<file path="config.mk">
export PLATFORM = sky130hd
export DESIGN_NAME = seg_counter_display
export DESIGN_NICKNAME = d
export VERILOG_FILES = /design/src/rtl/seg_counter_display.sv
export SDC_FILE = /design/constraint.sdc
export NUM_CORES = 1
export LEC_CHECK = 0
export CAP_MARGIN = 15
export CORE_UTILIZATION = 30
export CTS_CLUSTER_DIAMETER = 100
export DETAILED_ROUTE_END_ITERATION = 12
export RECOVER_POWER = 100
export SYNTH_ARGS = -nofsm -noshare
export SYNTH_HDL_FRONTEND = slang
export SYNTH_SLANG_ARGS = --single-unit
</file>
<file path="constraint.sdc">
create_clock -name CLOCK_50 -period 2.5 [get_ports CLOCK_50]
set_input_delay 0.625 -clock CLOCK_50 [delete_from_list [all_inputs] [get_ports CLOCK_50]]
set_output_delay 0.625 -clock CLOCK_50 [all_outputs]
set_load 0.05 [all_outputs]
</file>
<file path="src/rtl/seg_counter_display.sv">
// rtl/seg_counter_display.sv - prescaled up/down counter with sequential BCD conversion and 7-segment decode
// Optional feature macro: SEG_LZ_BLANK_EN (blank leading zero digits above the top nonzero digit)
module seg_counter_display #(
  parameter int DIGITS    = 6,
  parameter int MAX_COUNT = 59,
  parameter int TICK_DIV  = 50000000,
  localparam int CNT_W    = (MAX_COUNT > 0) ? $clog2(MAX_COUNT + 1) : 1
) (
  input  logic                  CLOCK_50,
  input  logic                  RESET_N,
  input  logic                  en,
  input  logic                  clr,
  input  logic                  up,
  output logic [CNT_W-1:0]      count,
  output logic [4*DIGITS-1:0]   bcd,
  output logic [7*DIGITS-1:0]   HEX,
  output logic                  busy,
  output logic                  wrap
);

  localparam int PRE_W = (TICK_DIV > 1) ? $clog2(TICK_DIV) : 1;
  localparam int BC_W  = $clog2(CNT_W + 1);
  localparam int BCD_W = 4 * DIGITS;
  localparam logic [CNT_W-1:0] MAX_C    = CNT_W'(MAX_COUNT);
  localparam logic [PRE_W-1:0] PRE_LAST = PRE_W'(TICK_DIV - 1);
  localparam logic [BC_W-1:0]  BC_LAST  = BC_W'(CNT_W - 1);

  typedef enum logic [1:0] {
    S_IDLE,
    S_LOAD,
    S_SHIFT,
    S_DONE
  } conv_state_t;

  logic [PRE_W-1:0]       presc;
  logic                   tick;
  logic [CNT_W-1:0]       count_nxt;
  logic                   wrap_nxt;
  logic                   change;

  conv_state_t            state_q, state_d;
  logic                   pending_q, pending_d;
  logic [CNT_W-1:0]       bin_sh;
  logic [BCD_W-1:0]       bcd_w;
  logic [BCD_W-1:0]       bcd_adj;
  logic [BCD_W+CNT_W-1:0] dd_shift;
  logic [BC_W-1:0]        bit_cnt;
  logic [DIGITS-1:0]      blank;
`ifdef SEG_LZ_BLANK_EN
  logic                   lz;
`endif

  // Active-low segment pattern for one BCD digit; non-decimal codes are blank
  function automatic logic [6:0] seg7(input logic [3:0] d);
    case (d)
      4'd0:    seg7 = 7'b1000000;
      4'd1:    seg7 = 7'b1111001;
      4'd2:    seg7 = 7'b0100100;
      4'd3:    seg7 = 7'b0110000;
      4'd4:    seg7 = 7'b0011001;
      4'd5:    seg7 = 7'b0010010;
      4'd6:    seg7 = 7'b0000010;
      4'd7:    seg7 = 7'b1111000;
      4'd8:    seg7 = 7'b0000000;
      4'd9:    seg7 = 7'b0010000;
      default: seg7 = 7'b1111111;
    endcase
  endfunction

  assign tick = en && (presc == PRE_LAST);

  // Prescaler: advances only while enabled, restarts after each tick or on clr
  always_ff @(posedge CLOCK_50 or negedge RESET_N) begin
    if (!RESET_N) begin
      presc <= '0;
    end else if (clr) begin
      presc <= '0;
    end else if (en) begin
      presc <= (presc == PRE_LAST) ? '0 : presc + PRE_W'(1);
    end
  end

  // Next count and wrap detection; clr overrides a coincident tick
  always_comb begin
    count_nxt = count;
    wrap_nxt  = 1'b0;
    if (clr) begin
      count_nxt = '0;
    end else if (tick) begin
      if (up) begin
        if (count == MAX_C) begin
          count_nxt = '0;
          wrap_nxt  = 1'b1;
        end else begin
          count_nxt = count + CNT_W'(1);
        end
      end else begin
        if (count == '0) begin
          count_nxt = MAX_C;
          wrap_nxt  = 1'b1;
        end else begin
          count_nxt = count - CNT_W'(1);
        end
      end
    end
  end

  assign change = (count_nxt != count);

  // Count register and one-cycle wrap pulse
  always_ff @(posedge CLOCK_50 or negedge RESET_N) begin
    if (!RESET_N) begin
      count <= '0;
      wrap  <= 1'b0;
    end else begin
      count <= count_nxt;
      wrap  <= wrap_nxt;
    end
  end

  // Converter state register
  always_ff @(posedge CLOCK_50 or negedge RESET_N) begin
    if (!RESET_N) begin
      state_q   <= S_IDLE;
      pending_q <= 1'b0;
    end else begin
      state_q   <= state_d;
      pending_q <= pending_d;
    end
  end

  // Converter sequencing; a count change while busy is remembered and served straight after DONE
  always_comb begin
    state_d   = state_q;
    pending_d = pending_q;
    busy      = 1'b0;
    case (state_q)
      S_IDLE: begin
        pending_d = 1'b0;
        if (change) state_d = S_LOAD;
      end
      S_LOAD: begin
        busy      = 1'b1;
        pending_d = pending_q | change;
        state_d   = S_SHIFT;
      end
      S_SHIFT: begin
        busy      = 1'b1;
        pending_d = pending_q | change;
        if (bit_cnt == BC_LAST) state_d = S_DONE;
      end
      S_DONE: begin
        pending_d = 1'b0;
        state_d   = (pending_q || change) ? S_LOAD : S_IDLE;
      end
      default: begin
        state_d   = S_IDLE;
        pending_d = 1'b0;
      end
    endcase
  end

  // Add-3 correction of every BCD digit that is 5 or more before the next shift
  always_comb begin
    bcd_adj = bcd_w;
    for (int d = 0; d < DIGITS; d++) begin
      if (bcd_w[4*d +: 4] >= 4'd5) bcd_adj[4*d +: 4] = bcd_w[4*d +: 4] + 4'd3;
    end
  end

  assign dd_shift = {bcd_adj, bin_sh} << 1;

  // Double-dabble datapath: load the count, shift one bit per cycle, publish the result only in DONE
  always_ff @(posedge CLOCK_50 or negedge RESET_N) begin
    if (!RESET_N) begin
      bin_sh  <= '0;
      bcd_w   <= '0;
      bit_cnt <= '0;
      bcd     <= '0;
    end else begin
      case (state_q)
        S_LOAD: begin
          bin_sh  <= count;
          bcd_w   <= '0;
          bit_cnt <= '0;
        end
        S_SHIFT: begin
          {bcd_w, bin_sh} <= dd_shift;
          bit_cnt         <= bit_cnt + BC_W'(1);
        end
        S_DONE: begin
          bcd <= bcd_w;
        end
        default: begin
        end
      endcase
    end
  end

  // Segment decode of the published BCD, optionally blanking leading zero digits
  always_comb begin
    blank = '0;
`ifdef SEG_LZ_BLANK_EN
    lz = 1'b1;
    for (int k = DIGITS - 1; k >= 1; k--) begin
      lz       = lz && (bcd[4*k +: 4] == 4'd0);
      blank[k] = lz;
    end
`endif
    HEX = '1;
    for (int k = 0; k < DIGITS; k++) begin
      HEX[7*k +: 7] = blank[k] ? 7'b1111111 : seg7(bcd[4*k +: 4]);
    end
  end

endmodule

</file>
==> results.txt <==
yosys + openroad results -> # Cells Yosys 717, clock sinks 93, CP Data Required Time 1.88 ns, Clk network pwr share 30.9%, hold_sp bin_sh[5], static leakage 3.59 nW, switching power 1.76 mW, register area 0.00234 mm^2, Synth Flop Type dfrtp_1, antenna-violating nets left 0, dpl ws -0.525 ns, setup tns final 0 ns, Max Fclk 411 MHz, Cell Type Count 66, Die Wd 146 um, R2R setup slack 0.07 ns, crit path kind reg2out, Yosys Chip Area 0.00618 mm^2, crit path from count[5], Final Setup Violations 0, VDD IR-drop max 0.000310 V, crit end category output pin, DRT Pass-1 Iters 4, CP endpoint count[5], mapped cell area 0.00618 mm^2, share of layout cells above drive strength 1 22.5%, post-route cell area 0.00807 mm^2, Layout Skew 0.00533 ns, Worst slew margin -26.7%, MaxCap Viol Count 1, failing checks max-capacitance violations, max-slew violations, num rows 52, main area contributors dfrtp_1 (38%), ha_1 (11%), o21ai_0 (5.7%), Clk pin slew, worst setup/hold paths 0.06 ns, cycle use final 97.3%, number of vias per cell 4.81, final hold violations 0, met2 GRT Util 23.7%, Power Density 594 mW/mm^2, FP Util 30.6%, worst-skew pair later-pin latency 0.34 ns, FF-to-FF path depth 10, Hold Path Class reg2reg, PortBufs 78, # fillers 2,072, initial drt markers 304, CTS Buffer Depth 2, Slew Viols, Final 31, root buffer cell clkbuf_16, Internal 3.04 mW, EDFF count, synth 0, dpl cells 1,087, drt drc 0, Synth Instances 717, placed inst area 0.00784 mm^2, ANT cells 0, largest area contributor in the netlist dfrtp_1, initial antenna violation count 0, largest net degree at the start of global routing 41, Die Y-Extent 146 um, Ys Warns 0, Synth flops 93, Worst R2R Start count[1], power share of the combinational group 33.7%, core box area 0.0202 mm^2, gp weighted congestion 0.856, outcome finished, violations left, Max FO, Critical Path 9, GRT overflow 0, die area 0.0212 mm^2, fin nets 892, Seq share, synth 37.6%, CTS tree yes, Worst Tran Pin Value 1.90 ns, WP data arrival 1.81 ns, GRT Max-Usage Layer met2, Finished Layout Cells 1,109, CTS H-tree lvls 3, logic area 0.00365 mm^2, hold path depth 2, post-layout min period 2.43 ns, Syn Nets 774, IO Pins 79, Worst Hold End bcd_w[0], tool warnings 63
[flip-flops by register name, summed over array words and instances (netlist names)]
register / count
bcd: 24
wrap: 1
count: 6
presc: 26
state_q: 2
bin_sh: 6
bcd_w: 24
bit_cnt: 3
pending_q: 1
[timing repair]
item                                    4_1_cts  5_1_grt
resized                                       8       24
pin swaps                                     0        9
endpoints found under the setup margin       12       17
setup buffers                                 1        6
hold buffers                                  0        0
[cells in the final DEF (no fill, tap or decap), types with 5 or more instances in the layout]
master,count
dfrtp_2,8
clkbuf_1,10
a21oi_2,9
nand3_1,10
o32ai_1,6
clkdlybuf4s50_1,6
dfrtp_1,85
nand2_1,69
buf_4,59
nand4_1,8
o22ai_1,14
or2_2,7
nor2_1,73
nand2b_1,14
inv_1,53
xnor2_1,16
dlygate4sd3_1,21
clkbuf_2,21
a31oi_1,5
and3_1,8
xor2_1,11
mux2_2,8
o21ai_0,66
or3_1,5
ha_1,50
buf_12,14
mux2i_1,8
o21ai_1,7
a21oi_1,52
nor3_1,13
clkbuf_16,9
[power groups by stage]
stage	combinational [mW]	clock, mW	sequential [mW]
2_1_floorplan	1.11	0	1.76
6_report	1.62	1.48	1.70
4_1_cts	1.75	1.53	1.70
3_5_place_dp	1.74	0	1.73
5_1_grt	1.78	1.59	1.71
3_3_place_gp	1.73	0	1.73
[logic make-up (layout without fill, tap and decap cells)]
group / count (synthesis) / in the layout / share of synthesized area (%)
buf+inv: 90 / 212 / 5.93
compound gates: 197 / 197 / 18.7
flops: 93 / 93 / 37.6
simple gates: 241 / 241 / 20.4
fa+ha+maj: 52 / 52 / 10.5
mux: 17 / 17 / 2.93
xor+xnor: 27 / 27 / 3.82
[metal layers]
layer | part of all wire (%) | wire length [um]
met1 | 48 | 6850
met2 | 47 | 6800
met3 | 4.0 | 579
met4 | 0.82 | 117
met5 | 0 | 0
[critical path, stage by stage, from the launching register on]
cell	delay [ns]
dfrtp_1	0.38
buf_2	0.24
clkdlybuf4s50_1	0.85
[cell type report]
cell class / instances / area share, %
clock buffer: 10 / 2.96
clock inverter: 5 / 1.02
inverter: 58 / 2.74
multi-input combinational: 534 / 45.2
sequential: 93 / 29.0
tap: 270 / 4.18
timing repair buffer: 139 / 15.0
[per-stage QoR]
step	hold slack [ns]	util [%]	total power [mW]
floorplan	0.329	-	2.87
global placement	0.491	38.8	3.46
detailed placement	0.496	38.8	3.48
CTS	0.242	40.5	4.98
global route	0.537	39.9	5.09
finish	0.514	39.9	4.79
[synthesized netlist by cell type, types with 3 or more instances]
cell,n
nand3b_1,3
nor4_1,4
mux2_2,8
a21oi_1,60
ha_1,52
nand2b_1,14
nor4b_4,3
o22a_1,3
o22ai_1,15
a31oi_1,9
o21ai_1,4
and3_1,8
nand2_1,69
nand4_1,8
mux2i_1,8
xor2_1,11
o21ai_0,71
o21a_1,4
buf_2,5
xnor2_1,16
nand3_1,10
o31a_1,4
or2_2,7
inv_1,57
nor2_1,74
clkbuf_1,22
or3_1,5
dfrtp_1,93
o32ai_1,6
nor3_1,15
a22oi_1,3
and4_1,4
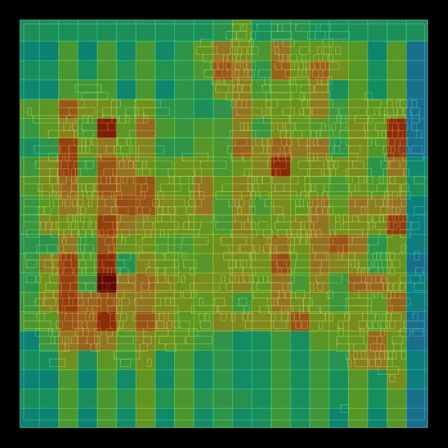
(images/congestion.png)
met1 Use GR: 18.2%
WL/cell: 12.9 um
overall routing resource usage: 14.0%

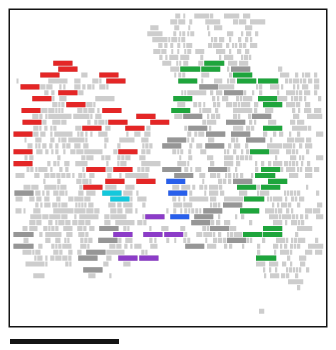
(images/flops_by_reg.png)
Bar = 50 um.
legend:
  cyan:
    signal: state_q
    sequential_cells: 2
  green:
    signal: bcd
    sequential_cells: 24
  purple:
    signal: bin_sh
    sequential_cells: 6
  red:
    signal: presc
    sequential_cells: 26
  blue:
    signal: bit_cnt
    sequential_cells: 3

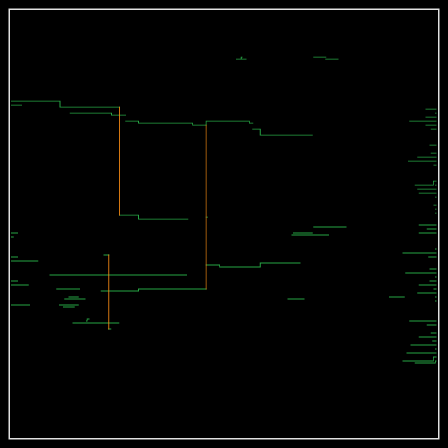
(images/wires.png)
Two of the layers only.
legend:
  orange:
    layer: metal 4
    wire_length: 118 um
  green:
    layer: metal 3
    wire_length: 580 um
routed wire length: 14.4 mm
vias: 5,338

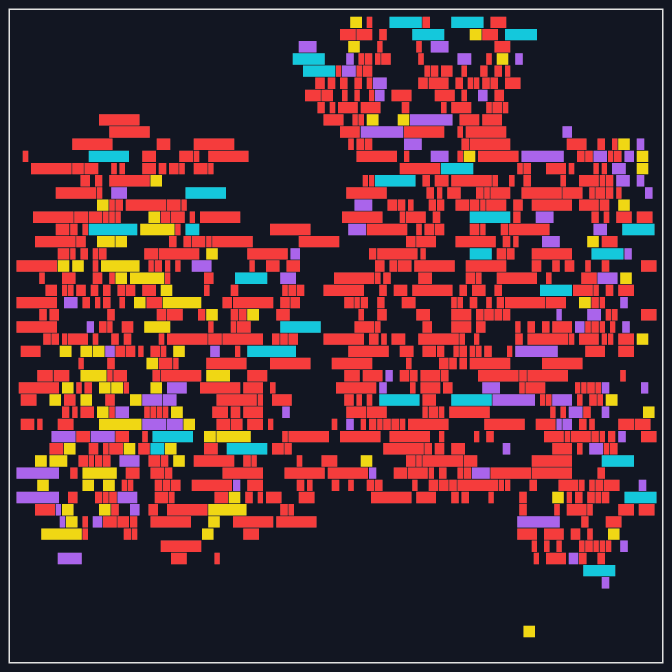
(images/sizes.png)
legend:
  purple:
    size: _2 cells
    cells: 84
    share: 10%
    most_used: clkbuf_2
  red:
    size: _0 and _1 cells
    cells: 650
    share: 77%
    most_used: dfrtp_1
  cyan:
    size: _6 and larger
    cells: 28
    share: 3.3%
    most_used: buf_12
  yellow:
    size: _3 and _4 cells
    cells: 77
    share: 9.2%
    most_used: buf_4
Final WS setup: 0.0672 ns
Area Growth Syn to Fin: 30.6%

Power figures rest on the tool's default switching activity, not on a simulated workload.
